**Signal metal coverage by tile**

21 x 21 tiles, from dark blue (low) to red (high), scaled to the fullest tile. Values are wire area over tile area, all layers added.
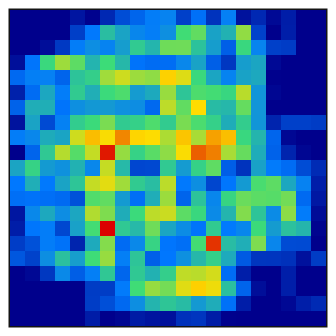
**Placed cells, one color a class**

Fill, decap, tap and diode cells in gray.
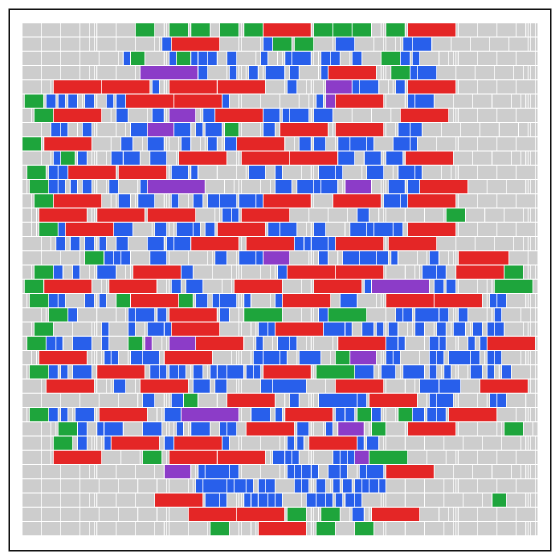
## src/rtl/i2s_master_tx_pkg.sv

```systemverilog
// Shared audio definitions for the I2S transmit path: sample width,
// default timing parameters, FSM state encoding and the stereo sample type.
package i2s_master_tx_pkg;

  localparam int SAMPLE_W      = 16;
  localparam int CLK_DIV_DEF   = 2;
  localparam int SLOT_BITS_DEF = 32;

  typedef enum logic [1:0] {
    S_IDLE,
    S_LEFT,
    S_RIGHT
  } i2s_state_e;

  typedef struct packed {
    logic [SAMPLE_W-1:0] left;
    logic [SAMPLE_W-1:0] right;
  } stereo_t;

endpackage

```

## src/rtl/i2s_master_tx_clk_div.sv

```systemverilog
// BCLK divider: toggles o_bclk every CLK_DIV i_clk cycles while enabled.
// o_fall / o_rise flag the i_clk edge on which o_bclk will go 1->0 / 0->1,
// so the consumer can update its registers on that same edge.
module i2s_clk_div
  import i2s_master_tx_pkg::*;
#(
  parameter int CLK_DIV = CLK_DIV_DEF
) (
  input  logic i_clk,
  input  logic i_rst_n,
  input  logic i_en,
  output logic o_bclk,
  output logic o_fall,
  output logic o_rise
);

  localparam logic [7:0] TERM = 8'(CLK_DIV - 1);

  logic [7:0] cnt_q;
  logic       bclk_q;
  logic       tick;

  assign tick   = i_en && (cnt_q == TERM);
  assign o_bclk = bclk_q;
  assign o_fall = tick && bclk_q;
  assign o_rise = tick && !bclk_q;

  // Half-period counter and BCLK toggle; disabled means parked at 0.
  always_ff @(posedge i_clk or negedge i_rst_n) begin
    if (!i_rst_n) begin
      cnt_q  <= '0;
      bclk_q <= 1'b0;
    end else if (!i_en) begin
      cnt_q  <= '0;
      bclk_q <= 1'b0;
    end else if (tick) begin
      cnt_q  <= '0;
      bclk_q <= !bclk_q;
    end else begin
      cnt_q  <= cnt_q + 8'd1;
    end
  end

endmodule

```

## src/rtl/i2s_master_tx.sv

```systemverilog
// I2S master transmitter: generates BCLK/LRCK and shifts out 16-bit stereo
// samples MSB first with the standard one-BCLK delay after each LRCK edge.
// One sample pair is buffered in a holding register ahead of the shifter.
module i2s_master_tx
  import i2s_master_tx_pkg::*;
#(
  parameter int CLK_DIV   = CLK_DIV_DEF,
  parameter int SLOT_BITS = SLOT_BITS_DEF
) (
  input  logic                i_clk,
  input  logic                i_rst_n,
  input  logic                i_en,
  input  logic                i_valid,
  input  logic [SAMPLE_W-1:0] i_left,
  input  logic [SAMPLE_W-1:0] i_right,
  output logic                o_ready,
  output logic                o_bclk,
  output logic                o_lrck,
  output logic                o_sdat,
  output logic                o_frame_done,
  output logic                o_underrun
);

  localparam logic [6:0] LAST_POS = 7'(SLOT_BITS - 1);
  localparam logic [6:0] DATA_END = 7'(SAMPLE_W);

  i2s_state_e              state_q, state_d;
  logic [6:0]              bit_cnt_q, bit_cnt_d;
  logic [2*SAMPLE_W-1:0]   shreg_q, shreg_d;
  stereo_t                 hold_q, hold_d;
  logic                    full_q, full_d;
  logic                    lrck_q, lrck_d;
  logic                    sdat_q, sdat_d;
  logic                    fdone_q, fdone_d;
  logic                    under_q, under_d;
  logic                    fall, bclk_rise_unused;
  logic                    xfer, load, last;

  i2s_clk_div #(.CLK_DIV(CLK_DIV)) u_div (
    .i_clk   (i_clk),
    .i_rst_n (i_rst_n),
    .i_en    (i_en),
    .o_bclk  (o_bclk),
    .o_fall  (fall),
    .o_rise  (bclk_rise_unused)
  );

  assign xfer         = i_valid && !full_q;
  assign last         = (bit_cnt_q == LAST_POS);
  assign o_ready      = !full_q;
  assign o_lrck       = lrck_q;
  assign o_sdat       = sdat_q;
  assign o_frame_done = fdone_q;
  assign o_underrun   = under_q;

  // State and datapath registers.
  always_ff @(posedge i_clk or negedge i_rst_n) begin
    if (!i_rst_n) begin
      state_q   <= S_IDLE;
      bit_cnt_q <= '0;
      shreg_q   <= '0;
      hold_q    <= '0;
      full_q    <= 1'b0;
      lrck_q    <= 1'b1;
      sdat_q    <= 1'b0;
      fdone_q   <= 1'b0;
      under_q   <= 1'b0;
    end else begin
      state_q   <= state_d;
      bit_cnt_q <= bit_cnt_d;
      shreg_q   <= shreg_d;
      hold_q    <= hold_d;
      full_q    <= full_d;
      lrck_q    <= lrck_d;
      sdat_q    <= sdat_d;
      fdone_q   <= fdone_d;
      under_q   <= under_d;
    end
  end

  // Slot sequencing on BCLK fall events, frame loads and holding-register handshake.
  always_comb begin
    state_d   = state_q;
    bit_cnt_d = bit_cnt_q;
    shreg_d   = shreg_q;
    hold_d    = hold_q;
    full_d    = full_q;
    lrck_d    = lrck_q;
    sdat_d    = sdat_q;
    fdone_d   = 1'b0;
    under_d   = 1'b0;
    load      = 1'b0;

    if (!i_en) begin
      // Abort: park outputs at idle values, keep whatever is held.
      state_d   = S_IDLE;
      bit_cnt_d = '0;
      lrck_d    = 1'b1;
      sdat_d    = 1'b0;
    end else if (fall) begin
      case (state_q)
        S_IDLE: begin
          state_d   = S_LEFT;
          lrck_d    = 1'b0;
          bit_cnt_d = '0;
          sdat_d    = 1'b0;
          load      = 1'b1;
        end
        default: begin
          if (last) begin
            bit_cnt_d = '0;
            sdat_d    = 1'b0;
            if (state_q == S_LEFT) begin
              state_d = S_RIGHT;
              lrck_d  = 1'b1;
            end else begin
              state_d = S_LEFT;
              lrck_d  = 1'b0;
              fdone_d = 1'b1;
              load    = 1'b1;
            end
          end else begin
            bit_cnt_d = bit_cnt_q + 7'd1;
            // Positions 1..16 carry data; everything after is padding.
            if (bit_cnt_q < DATA_END) begin
              sdat_d  = shreg_q[2*SAMPLE_W-1];
              shreg_d = {shreg_q[2*SAMPLE_W-2:0], 1'b0};
            end else begin
              sdat_d  = 1'b0;
            end
          end
        end
      endcase
    end

    if (load) begin
      if (full_q) begin
        shreg_d = hold_q;
        hold_d  = '0;
        full_d  = 1'b0;
      end else begin
        shreg_d = '0;
        under_d = 1'b1;
      end
    end

    // A transfer only happens when empty, so it never collides with a
    // load that consumes the holding register; it refills it for next frame.
    if (xfer) begin
      hold_d = '{left: i_left, right: i_right};
      full_d = 1'b1;
    end
  end

endmodule

```

## config.mk

```make
export PLATFORM = sky130hd
export DESIGN_NAME = i2s_master_tx
export DESIGN_NICKNAME = d
export VERILOG_FILES = /design/src/rtl/i2s_master_tx_pkg.sv /design/src/rtl/i2s_master_tx_clk_div.sv /design/src/rtl/i2s_master_tx.sv
export SDC_FILE = /design/constraint.sdc
export NUM_CORES = 1
export LEC_CHECK = 0
export ABC_AREA = 1
export CORE_MARGIN = 2
export CORE_UTILIZATION = 45
export CTS_CLUSTER_DIAMETER = 60
export DETAILED_ROUTE_END_ITERATION = 8
export PLACE_DENSITY = 0.66
export SETUP_SLACK_MARGIN = 0.05
export SYNTH_ARGS = -nofsm -noshare
export SYNTH_HDL_FRONTEND = slang
export SYNTH_SLANG_ARGS = --single-unit
```

## constraint.sdc

```tcl
create_clock -name i_clk -period 2.17 [get_ports i_clk]
set_input_delay 0.5425 -clock i_clk [delete_from_list [all_inputs] [get_ports i_clk]]
set_output_delay 0.5425 -clock i_clk [all_outputs]
set_load 0.01 [all_outputs]
```

==> run summary <==
Implementation results. Area figure in the yosys stat output landed at 0.004417 mm^2. Number of non-clock inverters landed at 19. In this run the standard cell core region covers 0.009639 mm^2. Synthesis-to-layout area growth landed at 17.99%.

For this run the aggregate overflow at the end of global routing stands at 0. Max-slew violation total from the final report landed at 0. Post-route clock period utilization landed at 0.9129. Of the post-synthesis cell area, the dominant cell type holds 0.4873. Per the detailed-route log, wirelength across all metal layers totals 9.415 mm. Number of maximum-capacitance violations landed at 0. Via density per instance landed at 5.311. Delay of the slowest cell on the worst path landed at 0.54 ns. The layout report lists the multi-input gate area as 0.001937 mm^2.

Derived from the worst setup path, the maximum achievable clock frequency is 0.5048 GHz. Die span in x landed at 103.1 um. According to the timing report, the critical path is launched from o_lrck$_DFFE_PN1P_.

Listed in order, past its start point the critical path passes clkdlybuf4s50_1. Overall routing resource usage recorded by global route was 0.1950. Maximum number of buffers from clock root to sink landed at 2.

The final weighted congestion recorded by global placement is 0.7961. For the worst reg-to-reg path, the startpoint reported by OpenROAD is bit_cnt_q[0]$_DFFE_PN0P_. sky130_fd_sc_hd__dfrtp_1 takes more of the synthesized area than any other cell. In the final layout, flip-flops and latches occupy 0.002178 mm^2. Leakage component of the power landed at 0.002318 uW. The root buffer cell chosen for the clock tree is sky130_fd_sc_hd__clkbuf_8.

The capture point of the worst register-to-register path is recorded as shreg_q[27]$_DFFE_PN0P_. The flow ran to the end, and the final reports show no timing, DRC or antenna violations. Worst-case register-to-register setup slack landed at 0.23 ns. OpenSTA, run right after detailed placement, puts the worst setup slack at -0.02983 ns. In this run the tools logged warnings totalling 27. Register area share after synthesis landed at 0.4932.

Per STA, the worst path accumulates the most delay in the family flip-flops. Multi-input gate count landed at 330. Of all the cell area in the finished design, the clock network holds 0.04994.

The synthesis run shows the most used standard cells to be 86 x sky130_fd_sc_hd__dfrtp_1, 62 x sky130_fd_sc_hd__nand2_1, 59 x sky130_fd_sc_hd__nand3_1. The H-tree was split into 3 levels. Buffers added to address setup during post-CTS repair amount to 0. The first global-routing pass estimated 16.24 mm of wire. Via count of the first global-routing pass landed at 3290. TritonCTS built the clock tree. Final critical path time including I/O delays and setup landed at 1.981 ns. Per the log, the first TritonRoute iteration ended with a DRC count of 175. Number of distinct library cells after synthesis landed at 32. The clock tree has to reach 87 sinks. Number of clock buffers in the layout landed at 10. Final setup slack of the worst path landed at 0.1889 ns.

For this design the top-level I/O count stands at 42. Yosys stat cell total landed at 469. The library cell used most frequently in the layout, excluding fill and tap cells, is sky130_fd_sc_hd__dfrtp_1. Share of the core filled by cells before placement landed at 0.4582. Per the synth stats, the flop cell with the highest instance count is sky130_fd_sc_hd__dfrtp_1. Count of nets after finishing landed at 544. The number of cells on the worst reg-to-reg path is 8. STA classifies the critical path endpoint as a primary output. Final worst hold slack landed at 0.1157 ns. Count of nets left with antenna violations after detail routing landed at 0. Height of the chip landed at 103.1 um.

Count of input and output buffers landed at 41. Post-placement cell count landed at 627. In this run the number of cells on the critical path is 1.

Final sequential cell count landed at 87. Total of cells resized after clock tree synthesis landed at 0. The last timing report of the flow puts the setup violation total at 0. Sorting the synthesis cell report by count puts at the top sky130_fd_sc_hd__dfrtp_1. Looking at the worst setup and hold paths, the clock pins of their registers show a slew of 0.09 ns. On the critical path the data arrives at 1.44 ns. The critical path in this run is classified as flip-flop to primary output. Maximum fanout count along the critical path landed at 2. Per the post-synthesis report, the number of cells in the design is 469. At the worst endpoint, the required time is 1.63 ns.

Multi-input gate share of total cell area landed at 0.3717. Count of unresolved DRC violations after routing landed at 0. Post-cts hold buffer count landed at 0. At the pin with the least slew margin, the transition time is 0.4674 ns. The min-delay analysis places its worst path in the category input port to async pin.

Worst ir drop on vdd landed at 0.0003898 V. The library cells used most frequently in the layout, excluding fill and tap cells, are 86 x sky130_fd_sc_hd__dfrtp_1, 62 x sky130_fd_sc_hd__nand2_1, 59 x sky130_fd_sc_hd__nand3_1. Ranked by total cell area, the synthesized netlist is headed by sky130_fd_sc_hd__dfrtp_1 49%, sky130_fd_sc_hd__nand3_1 6.7%, sky130_fd_sc_hd__a21oi_2 5.9%. Looking at the critical path, the single cell with the biggest stage delay is sky130_fd_sc_hd__dfstp_2. Count of endpoints failing hold in the final timing report landed at 0. Layout cell share with drive strength beyond 1 landed at 0.2314. Entering global routing, the biggest net connects 36 pins. Setup repair after global routing left no endpoint under its margin. In the placement report, post-DP HPWL is listed as 6.158 mm. Warnings reported by Yosys during synthesis add up to 0. Buffer count excluding the clock tree in the final layout landed at 58. The clock reaches the later pin of the worst-skew pair after 0.36 ns.

Final clock skew landed at 0.01227 ns.
## Picture notes: 'signal metal coverage by tile'
tiles over half the peak	20%
nearly empty tiles	18%
fullest tile	0.46
densest ninth of the die	center
mean over tiles	0.14
detail-routed net length per standard cell: 14.64 um
Vias: 3415

## Picture notes: 'placed cells, one color a class'
class	color	cells
clock drivers and dummy loads	purple	16
remaining logic cells	blue	349
remaining buffers and delay cells	green	58
registers	red	87
Layout Utilization: 0.5406
number of core rows: 36

-- layer usage --
layer  vias to the layer above  share of wire  GRT usage
met2                        58           0.45     0.2927
met1                      1666           0.49     0.2867
met5                         -              0          0
met4                         0          0.012    0.05668
met3                        10          0.040    0.04000
li1                       1681              -          -
-- where the power goes --
group          switching (uW)  internal, uW  leakage, uW
clock                     587           880     0.000126
sequential                376          2160      0.00112
combinational             546           477      0.00107
total                    1510          3520      0.00232
-- worst min-delay path by stage --
stage	start	endpoint	slack, ns	depth (start not counted)
finish	i_rst_n	o_frame_done$_DFF_PN0_	0.12	1
global route	i_rst_n	shreg_q[1]$_DFFE_PN0P_	0.14	1
CTS	i_rst_n	u_div.o_bclk$_DFFE_PN0P_	0.13	1
detailed placement	state_q[0]$_DFFE_PN0P_	state_q[0]$_DFFE_PN0P_	0.49	2
global placement	state_q[0]$_DFFE_PN0P_	state_q[0]$_DFFE_PN0P_	0.49	2
floorplan	i_rst_n	bit_cnt_q[0]$_DFFE_PN0P_	0.25	0
-- sequential cells by signal (all words and copies together), names as in the netlist --
name	cells
u_div.cnt_q	8
u_div.o_bclk	1
o_sdat	1
shreg_q	32
o_frame_done	1
state_q	2
o_underrun	1
full_q	1
o_lrck	1
hold_q	32
bit_cnt_q	7
-- kinds of logic after synthesis --
group	Yosys count	share of synthesized area
AOI/OAI and AO/OA	77	0.1255
xor gates and xnor gates	2	0.003967
adders and majority gates	3	0.008499
buffers and inverters	52	0.06827
DFF	87	0.4932
and+or+nand+nor	248	0.3006
-- metrics by stage --
| step | area, um^2 | setup TNS, ns |
|---|---|---|
| floorplan | 4417 | 0 |
| global placement | 4951 | 0 |
| detailed placement | 4951 | -0.1067 |
| CTS | 5211 | 0 |
| global route | 5211 | 0 |
| finish | 5211 | 0 |
Power is estimated from default activity; no workload was simulated.
